**Run 1: gate-type map**

(3 px per um)
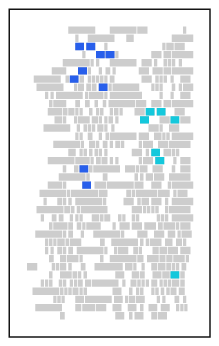
**Run 1: metal 1**

(3 px per um)
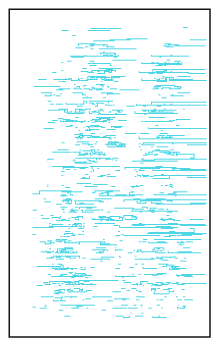
**Run 1: congestion heat map**

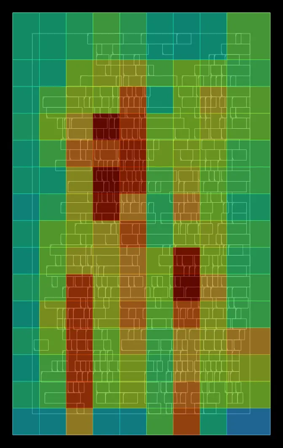
**Run 1: close-up of the layout**

Region (37, 69) to (62, 94) um. Cells in gray, sequential cells in the stronger gray; small squares are vias.
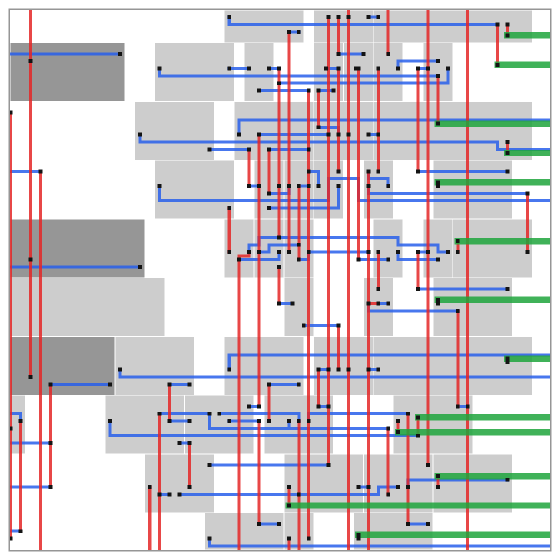
==> config.mk <==
export PLATFORM = sky130hd
export DESIGN_NAME = trs80_bus_ctrl
export DESIGN_NICKNAME = d
export VERILOG_FILES = /design/src/rtl/trs80_bus_ctrl.sv
export SDC_FILE = /design/constraint.sdc
export NUM_CORES = 1
export LEC_CHECK = 0
export ABC_AREA = 1
export ABC_CLOCK_PERIOD_IN_PS = 2200
export CORE_ASPECT_RATIO = 1.75
export CORE_MARGIN = 5
export CORE_UTILIZATION = 40
export CTS_CLUSTER_SIZE = 30
export DETAILED_ROUTE_END_ITERATION = 10
export GPL_ROUTABILITY_DRIVEN = 1
export PLACE_DENSITY_LB_ADDON = 0.3
export SLEW_MARGIN = 40
export SYNTH_ARGS = -nofsm -noshare
export SYNTH_HDL_FRONTEND = slang
export SYNTH_SLANG_ARGS = --single-unit
==> constraint.sdc <==
create_clock -name clock -period 2.2 [get_ports clock]
set_input_delay 0.44 -clock clock [delete_from_list [all_inputs] [get_ports clock]]
set_output_delay 0.44 -clock clock [all_outputs]
set_load 0.05 [all_outputs]
==> src/rtl/trs80_bus_ctrl.sv <==
// TRS-80 Model I style bus controller for a Z80 core.
// Decodes CPU memory cycles into device selects and a read-data mux.
// Inserts per-region wait states and issues a single-cycle write strobe.
// Generates the periodic timer interrupt and a stretched system reset.
//
// Ports:
//   clock, reset_n, soft_reset           clocking, async reset, restart request
//   cpu_mreq_n/iorq_n/m1_n/rd_n/wr_n     Z80 bus strobes
//   cpu_addr                             Z80 address bus
//   rom/ram/vram/kbd_dout                device read data
//   cpu_din, cpu_wait_n, cpu_int_n       data, WAIT_n and INT_n back to the Z80
//   rom/ram/vram/kbd_cs_n                active-low device selects
//   mem_we                               one-cycle write strobe
//   sys_reset_n                          stretched reset for the rest of the system
module trs80_bus_ctrl #(
    parameter int          ROM_AW      = 12,
    parameter logic [15:0] RAM_BASE    = 16'h4000,
    parameter int          RAM_AW      = 12,
    parameter logic [15:0] VRAM_BASE   = 16'h3C00,
    parameter logic [15:0] KBD_BASE    = 16'h3800,
    parameter logic [15:0] IRQ_ADDR    = 16'h37E0,
    parameter int          ROM_WAIT    = 0,
    parameter int          RAM_WAIT    = 0,
    parameter int          TICK_DIV    = 100000,
    parameter int          RST_STRETCH = 255
) (
    input  logic        clock,
    input  logic        reset_n,
    input  logic        soft_reset,
    input  logic        cpu_mreq_n,
    input  logic        cpu_iorq_n,
    input  logic        cpu_m1_n,
    input  logic        cpu_rd_n,
    input  logic        cpu_wr_n,
    input  logic [15:0] cpu_addr,
    input  logic [7:0]  rom_dout,
    input  logic [7:0]  ram_dout,
    input  logic [7:0]  vram_dout,
    input  logic [7:0]  kbd_dout,
    output logic [7:0]  cpu_din,
    output logic        cpu_wait_n,
    output logic        cpu_int_n,
    output logic        rom_cs_n,
    output logic        ram_cs_n,
    output logic        vram_cs_n,
    output logic        kbd_cs_n,
    output logic        mem_we,
    output logic        sys_reset_n
);

    localparam logic [16:0] ROM_END = 17'd1 << ROM_AW;
    localparam logic [16:0] RAM_END = {1'b0, RAM_BASE} + (17'd1 << RAM_AW);
    localparam logic [3:0]  ROM_W   = 4'(ROM_WAIT);
    localparam logic [3:0]  RAM_W   = 4'(RAM_WAIT);
    localparam int          TW      = (TICK_DIV > 1) ? $clog2(TICK_DIV) : 1;
    localparam int          RSW     = (RST_STRETCH > 0) ? $clog2(RST_STRETCH + 1) : 1;
    localparam logic [TW-1:0]  TICK_LAST = TW'(TICK_DIV - 1);
    localparam logic [RSW-1:0] RST_MAX   = RSW'(RST_STRETCH);

    typedef enum logic [2:0] {REG_NONE, REG_IRQ, REG_KBD, REG_VRAM, REG_ROM, REG_RAM} region_t;
    typedef enum logic [1:0] {IDLE, WAIT, HOLD} state_t;

    region_t        region;
    state_t         state, state_next;
    logic [3:0]     wait_cnt, wait_cnt_next, region_wait;
    logic           we_next, we_region, armed, access_start, hold_off;
    logic           irq_pending, irq_next, irq_read_seen, irq_clear, tick_wrap;
    logic [TW-1:0]  tick_cnt;
    logic [RSW-1:0] rst_cnt, rst_cnt_next;

    // Address decode; the if/else order is the region priority, IRQ byte first.
    always_comb begin
        if (cpu_addr == IRQ_ADDR)                                       region = REG_IRQ;
        else if (cpu_addr[15:8] == KBD_BASE[15:8])                      region = REG_KBD;
        else if (cpu_addr[15:10] == VRAM_BASE[15:10])                   region = REG_VRAM;
        else if ({1'b0, cpu_addr} < ROM_END)                            region = REG_ROM;
        else if (cpu_addr >= RAM_BASE && {1'b0, cpu_addr} < RAM_END)    region = REG_RAM;
        else                                                            region = REG_NONE;
    end

    assign rom_cs_n  = !(!cpu_mreq_n && region == REG_ROM);
    assign ram_cs_n  = !(!cpu_mreq_n && region == REG_RAM);
    assign vram_cs_n = !(!cpu_mreq_n && region == REG_VRAM);
    assign kbd_cs_n  = !(!cpu_mreq_n && region == REG_KBD);

    // Read mux; IO cycles and unmapped space float high like an open bus.
    always_comb begin
        cpu_din = 8'hFF;
        if (!cpu_mreq_n) begin
            case (region)
                REG_IRQ:  cpu_din = {irq_pending, 7'b0};
                REG_KBD:  cpu_din = kbd_dout;
                REG_VRAM: cpu_din = vram_dout;
                REG_ROM:  cpu_din = rom_dout;
                REG_RAM:  cpu_din = ram_dout;
                default:  cpu_din = 8'hFF;
            endcase
        end
    end

    assign region_wait = (region == REG_ROM) ? ROM_W : (region == REG_RAM) ? RAM_W : 4'd0;
    assign we_region   = (region != REG_ROM) && (region != REG_NONE);
    // armed remembers that MREQ_n has been seen high, so only one access starts per MREQ_n low period.
    assign access_start = armed && !cpu_mreq_n && (!cpu_rd_n || !cpu_wr_n);
    assign hold_off     = !sys_reset_n || soft_reset;
    assign cpu_wait_n   = (state != WAIT);

    // Wait-state sequencing: WAIT lasts exactly wait_cnt cycles, and the write strobe
    // is raised only on the transition into HOLD.
    always_comb begin
        state_next    = state;
        wait_cnt_next = wait_cnt;
        we_next       = 1'b0;
        if (hold_off) begin
            state_next    = IDLE;
            wait_cnt_next = 4'd0;
        end else begin
            case (state)
                IDLE: if (access_start) begin
                    if (region_wait != 4'd0) begin
                        state_next    = WAIT;
                        wait_cnt_next = region_wait;
                    end else begin
                        state_next = HOLD;
                        we_next    = !cpu_wr_n && we_region;
                    end
                end
                WAIT: begin
                    wait_cnt_next = wait_cnt - 4'd1;
                    if (wait_cnt == 4'd1) begin
                        state_next = HOLD;
                        we_next    = !cpu_wr_n && we_region;
                    end
                end
                HOLD:    if (cpu_mreq_n) state_next = IDLE;
                default: state_next = IDLE;
            endcase
        end
    end

    always_ff @(posedge clock or negedge reset_n) begin
        if (!reset_n) begin
            state    <= IDLE;
            wait_cnt <= 4'd0;
            mem_we   <= 1'b0;
            armed    <= 1'b0;
        end else begin
            state    <= state_next;
            wait_cnt <= wait_cnt_next;
            mem_we   <= we_next;
            if (soft_reset)       armed <= 1'b0;
            else if (cpu_mreq_n)  armed <= 1'b1;
            else if (access_start) armed <= 1'b0;
        end
    end

    // Interrupt source: a tick wrap always wins over a clear landing in the same cycle.
    assign tick_wrap = (tick_cnt == TICK_LAST);
    assign irq_clear = (irq_read_seen && cpu_mreq_n) || (!cpu_m1_n && !cpu_iorq_n);

    always_comb begin
        irq_next = irq_pending;
        if (hold_off)       irq_next = 1'b0;
        else if (tick_wrap) irq_next = 1'b1;
        else if (irq_clear) irq_next = 1'b0;
    end

    always_ff @(posedge clock or negedge reset_n) begin
        if (!reset_n) begin
            tick_cnt      <= '0;
            irq_pending   <= 1'b0;
            cpu_int_n     <= 1'b1;
            irq_read_seen <= 1'b0;
        end else begin
            if (hold_off || tick_wrap) tick_cnt <= '0;
            else                       tick_cnt <= tick_cnt + TW'(1);
            irq_pending   <= irq_next;
            cpu_int_n     <= ~irq_next;
            irq_read_seen <= !cpu_mreq_n && (irq_read_seen || (!cpu_rd_n && region == REG_IRQ));
        end
    end

    // Reset stretcher; sys_reset_n is registered from the next count so it never glitches.
    always_comb begin
        if (soft_reset)              rst_cnt_next = '0;
        else if (rst_cnt == RST_MAX) rst_cnt_next = rst_cnt;
        else                         rst_cnt_next = rst_cnt + RSW'(1);
    end

    always_ff @(posedge clock or negedge reset_n) begin
        if (!reset_n) begin
            rst_cnt     <= '0;
            sys_reset_n <= 1'b0;
        end else begin
            rst_cnt     <= rst_cnt_next;
            sys_reset_n <= (rst_cnt_next == RST_MAX);
        end
    end

endmodule

==> job_summary.md, run 1 <==
## PnR job results

| Metric | Value |
|---|---|
| Run status | `finished, final reports clean` |
| Remaining number of nets flagged by the antenna check after routing | `0` |
| Worst-path clk slew | `approximately 0.06 ns` |
| Total congestion overflow after global routing | `0` |
| Post-layout utilization of the core | `between 60% and 70%` |
| Global-route wire length before repair | `10100 um` |
| Fraction of synthesized cell area taken by the top area cell type | `between 30% and 40%` |
| Largest family of logic cells by area | `simple AND/OR/NAND/NOR gates` |
| Placer's final routability congestion estimate | `between 0.8 and 0.9` |
| DRC violation count after routing | `0` |
| Cell area after synthesis | `between 2000 and 2500 um2` |
| Number of sequential cells | `32` |
| Mean instance size in the synthesized netlist | `roughly 6.7 um2` |
| Cell count in the Yosys report | `333` |
| Synth async-reset ratio | `100%` |
| Port-buffer cells | `roughly 70` |
| Number of distinct standard cells referenced by the synthesized netlist | `30` |
| Number of ordinary and repair buffers in the finished layout | `between 80 and 90` |
| Worst IR drop on VDD | `about 0.00037 V` |
| Number of flops mapped to enable cells by yosys | `0` |
| Largest power group | `the clock network` |
| Number of global-route vias before repair | `around 2400` |
| Number of cell instances on the worst register-to-register path | `8` |
| Transition at the pin with the smallest max-transition slack | `between 0.5 and 0.6 ns` |
| Clock latency reported for the late side of the worst-skew pair | `0.28 ns` |
| Simple-Gate Area Share | `41.9%` |
About 'gate-type map':
color	family	cells
blue	XOR/XNOR gates	9
cyan	AND-OR and OR-AND gates	7

About 'metal 1':
wire length on this layer	2420 um
longest straight run	27.6 um
main direction	horizontal
nets with wire on the layer	429
share of all routed wire	39%
met1 capacity usage during global routing: 19.0%
Detailed Route WL: 6210 um
DR vias: 2393

About 'congestion heat map':
layer with the highest usage: met2
Overall Global Routing Usage: 17.8%
average wire per standard cell: 12.5 um

About 'close-up of the layout':
color	layer
green	met3
red	met2
blue	met1
netlist names of flops here include	`tick_cnt` (3)
cells with their middle in the window	48
most frequent	clkdlybuf4s50_1 (16), nand2_1 (14), a22o_1 (4)
sequential cells in the window	3

-- run 1: cell usage in the layout, fill, tap and decap left out --
master,n
nor3_1,7
nand2_1,84
o31ai_1,1
clkdlybuf4s50_1,42
clkbuf_2,3
xnor2_1,1
clkinv_2,2
dfrtp_1,31
dfstp_2,1
nand2_4,2
buf_6,2
ha_1,2
nor2_1,51
o21bai_1,1
xor2_1,8
a21oi_2,1
nand3b_1,8
nor2_4,7
nor2_2,7
o21ai_0,4
dlygate4sd2_1,12
buf_4,10
inv_1,56
bufinv_16,1
buf_12,12
nand3_2,1
conb_1,1
clkinv_4,1
clkinv_1,2
nor3b_1,2
a22o_1,7
inv_2,1
clkbuf_8,7
o221ai_1,1
nand3_1,20
nand4_1,7
a21oi_1,3
nand2_2,11
clkdlybuf4s15_1,1
-- run 1: worst max-delay path: stages --
cell	delay, ns
dlygate4sd2_1	0.26
inv_1	0.08
nand2_2	0.06
nor2_2	0.09
nand2_2	0.07
nor2_4	0.14
nor2_4	0.05
nor2_4	0.17
nand3b_1	0.16
buf_12	0.18
-- run 1: metrics by stage --
step	hold WS [ns]	instances	setup TNS, ns	total power [mW]	setup slack [ns]
2_1_floorplan	0.144	333	0	0.682	0.259
3_3_place_gp	0.448	486	-2.04	0.838	-0.263
3_5_place_dp	0.457	486	-2.33	0.841	-0.293
4_1_cts	0.465	496	0	1.45	0.0263
5_1_grt	0.478	497	-0.214	1.50	-0.0389
6_report	0.464	497	0	1.44	0.0537
-- run 1: repair_timing --
| item | 4_1_cts | 5_1_grt |
|---|---|---|
| pin swaps | 16 | 7 |
| buffers inserted | 2 | 1 |
| hold buffers | 0 | 0 |
| endpoints found under the setup margin | 10 | 8 |
| cloned | 0 | 0 |
| resized | 28 | 16 |
--- run 2 (diff from run 1) ---
- CAP_MARGIN: default -> 0
**Run 2: congestion heat map**

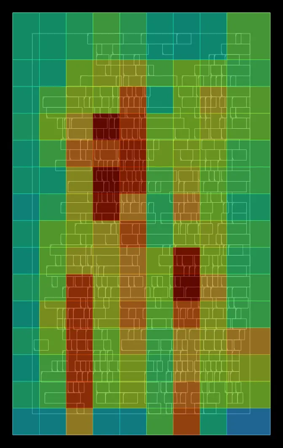
met3 routing resource usage after global routing: 2.37%
post-layout utilization of the core: 61.4%

==> job_summary.md, run 2 <==
## PnR job results

| Metric | Value |
|---|---|
| Run status | `finished, final reports clean` |
| Commonest cells after routing, fill and taps aside | `nand2_1, inv_1, nor2_1` |
| Crit-path cells | `dlygate4sd2_1 > inv_1 > nand2_2 > nor2_2 > nand2_2 > nor2_4 > nor2_4 > nor2_4 > nand3b_1 > buf_12` |
| Number of global-route vias before repair | `around 2400` |
| Overall Global Routing Usage | `between 15 and 20%` |
| Number of gates on the worst path with buffers counted | `10` |
| Cell Count Post-Placement | `between 400 and 500` |
| Cell family with most CP delay | `simple AND/OR/NAND/NOR gates` |
| Total congestion overflow after global routing | `0` |
| Total Power Consumption | `~1.4 mW` |
| Remaining number of nets flagged by the antenna check after routing | `0` |
| Worst-path clk slew | `approximately 0.06 ns` |
| Largest stage delay on the critical path | `between 0.2 and 0.3 ns` |
| Fraction of synthesized cell area taken by the top area cell type | `between 30% and 40%` |
| Worst IR drop on VDD | `between 0.0003 and 0.0004 V` |
| CP most frequent cell | `nor2_4` |
| Number of cell instances on the worst register-to-register path | `8` |
| Transition at the pin with the smallest max-transition slack | `about 0.52 ns` |
| Cell count in the Yosys report | `approximately 330` |
| DRC violation count after routing | `0` |
| Placer's final routability congestion estimate | `about 0.89` |
| Clock latency reported for the late side of the worst-skew pair | `0.28 ns` |
| Average wire per standard cell | `12.5 um` |
| Minimum setup slack after placement | `-0.293 ns` |
| Worst hold slack | `around 0.46 ns` |
| Quantity of hold-fixing buffers added after cts | `0` |
| Top logic cell by instance count in the layout | `nand2_1` |
| WP buf/inv | `3` |
| Final setup slack of the worst path | `around 0.054 ns` |
| Number of distinct standard cells referenced by the synthesized netlist | `30` |
| Detailed Route WL | `a little over 6000 um` |
| Global-route wire length before repair | `10100 um` |
| Cell with the largest stage delay on the worst path | `dlygate4sd2_1` |
| Setup total negative slack | `0 ns` |
| Synth async-reset ratio | `100%` |
**Run 2: gate-type map**

(3 px per um)
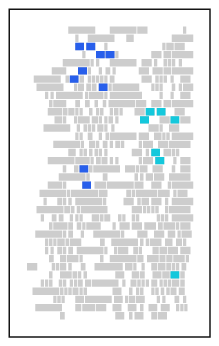
color	family	cells
blue	XOR/XNOR gates	9
cyan	AND-OR and OR-AND gates	7
logic share of the area: 36.2%
number of cells in the finished layout apart from fillers: 497

==> run 2: cell counts after synthesis <==
Identical to the previous run, type by type.
==> run 2: final timing paths <==
| check | start | end |
|---|---|---|
| setup / recovery | cpu_addr[11] | cpu_din[5] |
| hold / removal | tick_cnt[0]$_DFF_PN0_ | tick_cnt[0]$_DFF_PN0_ |
| setup reg to reg | tick_cnt[0]$_DFF_PN0_ | tick_cnt[14]$_DFF_PN0_ |
| hold reg to reg | tick_cnt[0]$_DFF_PN0_ | tick_cnt[0]$_DFF_PN0_ |
| max in group asynchronous | reset_n | cpu_int_n$_DFF_PN1_ |
| min in group asynchronous | reset_n | tick_cnt[13]$_DFF_PN0_ |
==> run 2: kinds of logic after synthesis <==
logic type	count (synthesis)	share of synthesized area [%]
compound gates	18	5.79
xor+xnor	9	3.54
fa+ha+maj	2	1.12
buf+inv	64	11.5
flops	32	36.0
other cells	1	0.168
simple gates	207	41.9
==> run 2: timing repair <==
action,in CTS,in global routing
gates cloned,0,0
endpoints found under the setup margin,10,8
setup buffers,2,1
pin swaps,16,7
gates resized,28,16
==> run 2: report_power, final <==
| part | switching [mW] | internal, mW |
|---|---|---|
| Clock | 0.216 | 0.399 |
| Combinational | 0.101 | 0.126 |
| Sequential | 0.00631 | 0.594 |
==> run 2: cell type report <==
type                            count  area [um2]  share of cell area [%]
Tap cell                           76        95.1                    2.82
Clock inverter                      1        30.0                   0.890
Timing Repair Buffer               82         888                    26.3
Multi-Input combinational cell    237        1220                    36.2
Clock buffer                        7        96.3                    2.86
Sequential cell                    32         802                    23.8
Inverter                           62         240                    7.12
==> run 2: metal layers <==
layer / vias up / track usage [%]
met3: 15 / 2.37
li1: 1202 / -
met1: 1097 / 19.0
met5: - / 0
met4: 0 / 7.27
met2: 79 / 34.0
--- run 3 (diff from run 2) ---
- CTS_CLUSTER_DIAMETER: default -> 120
**Run 3: congestion heat map**

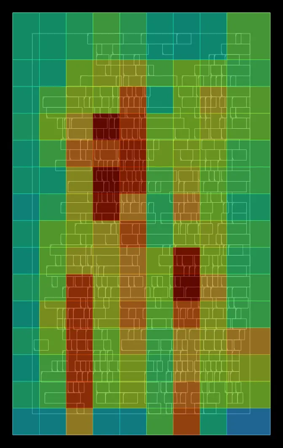
GR Util met2: 34.0%

**Run 3: close-up of the layout**

Region (37, 69) to (62, 94) um. Cells in gray, sequential cells in the stronger gray; small squares are vias.
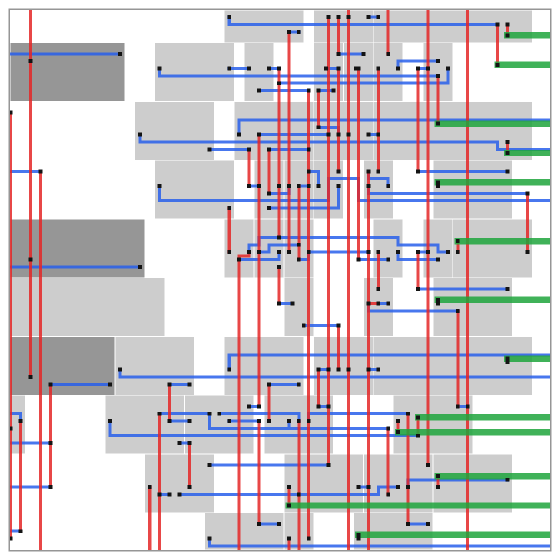
color	layer
red	met2
blue	met1
green	met3
most frequent	clkdlybuf4s50_1 (16), nand2_1 (14), a22o_1 (4)
sequential cells in the window	3
netlist names of flops here include	`tick_cnt` (3)
cells with their middle in the window	48

==> job_summary.md, run 3 <==
## PnR job results

| Metric | Value |
|---|---|
| Average wire per standard cell | `12.5 um` |
| DR vias | `about 2400` |
| Fraction of synthesized cell area taken by the top area cell type | `34.8%` |
| Remaining number of nets flagged by the antenna check after routing | `0` |
| Commonest cells after routing, fill and taps aside | `nand2_1, inv_1, nor2_1` |
| Largest power group | `the clock network` |
| Total congestion overflow after global routing | `0` |
| Worst hold slack | `0.464 ns` |
| Global-route wire length before repair | `10100 um` |
| Synth async-reset ratio | `100%` |
| Number of global-route vias before repair | `between 2000 and 2500` |
| Total Power Consumption | `about 1.4 mW` |
| Post-layout utilization of the core | `roughly three fifths` |
| Run status | `finished, final reports clean` |
| Combinational-cell power consumption | `about 230 uW` |
| Placer's final routability congestion estimate | `just under 0.9` |
| Sequential Power Share | `roughly two fifths` |
| Final setup slack of the worst path | `roughly 0.054 ns` |
| Gate power share | `about 16%` |
| Internal cell power | `roughly 1.1 mW` |
| DRC violation count after routing | `0` |
| Cell count in the Yosys report | `about 330` |
| Top logic cell by instance count in the layout | `nand2_1` |
| Worst IR drop on VDD | `between 0.0003 and 0.0004 V` |
| Switching power as a share of total power | `between 20 and 25%` |
| Cell Count Post-Placement | `around 490` |
| Setup total negative slack | `0 ns` |
| Port-buffer cells | `70` |
-- run 3: cell counts after synthesis --
No cell type changed its count.
-- run 3: worst max-delay path: stages --
cell and delay (ns):
dlygate4sd2_1 0.26, inv_1 0.08, nand2_2 0.06, nor2_2 0.09, nand2_2 0.07, nor2_4 0.14, nor2_4 0.05, nor2_4 0.17
nand3b_1 0.16, buf_12 0.18
-- run 3: routing by layer --
| layer | up-vias | GRT usage [%] |
|---|---|---|
| li1 | 1202 | - |
| met1 | 1097 | 19.0 |
| met2 | 79 | 34.0 |
| met3 | 15 | 2.37 |
| met4 | 0 | 7.27 |
| met5 | - | 0 |
-- run 3: worst paths after layout --
check	from	endpoint	slack [ns]	cells past startpoint
max in group asynchronous	reset_n	cpu_int_n$_DFF_PN1_	1.31	2
max	cpu_addr[11]	cpu_din[5]	0.05	10
max reg2reg	tick_cnt[0]$_DFF_PN0_	tick_cnt[14]$_DFF_PN0_	0.69	8
min reg2reg	tick_cnt[0]$_DFF_PN0_	tick_cnt[0]$_DFF_PN0_	0.46	1
min	tick_cnt[0]$_DFF_PN0_	tick_cnt[0]$_DFF_PN0_	0.46	1
min in group asynchronous	reset_n	tick_cnt[13]$_DFF_PN0_	0.56	2
-- run 3: area by class of cell --
cell class                 instances  area [um2]
sequential                        32         802
tap                               76        95.1
inverter                          62         240
clock inverter                     1        30.0
multi-input combinational        237        1220
clock buffer                       7        96.3
timing repair buffer              82         888
fill                             495        2120
-- run 3: kinds of logic after synthesis --
logic type,share of synthesized area (%)
compound gates,5.79
xor+xnor,3.54
fa+ha+maj,1.12
buf+inv,11.5
flops,36.0
other cells,0.168
simple gates,41.9
No activity file was given, so power comes from the tool's default toggle rates.
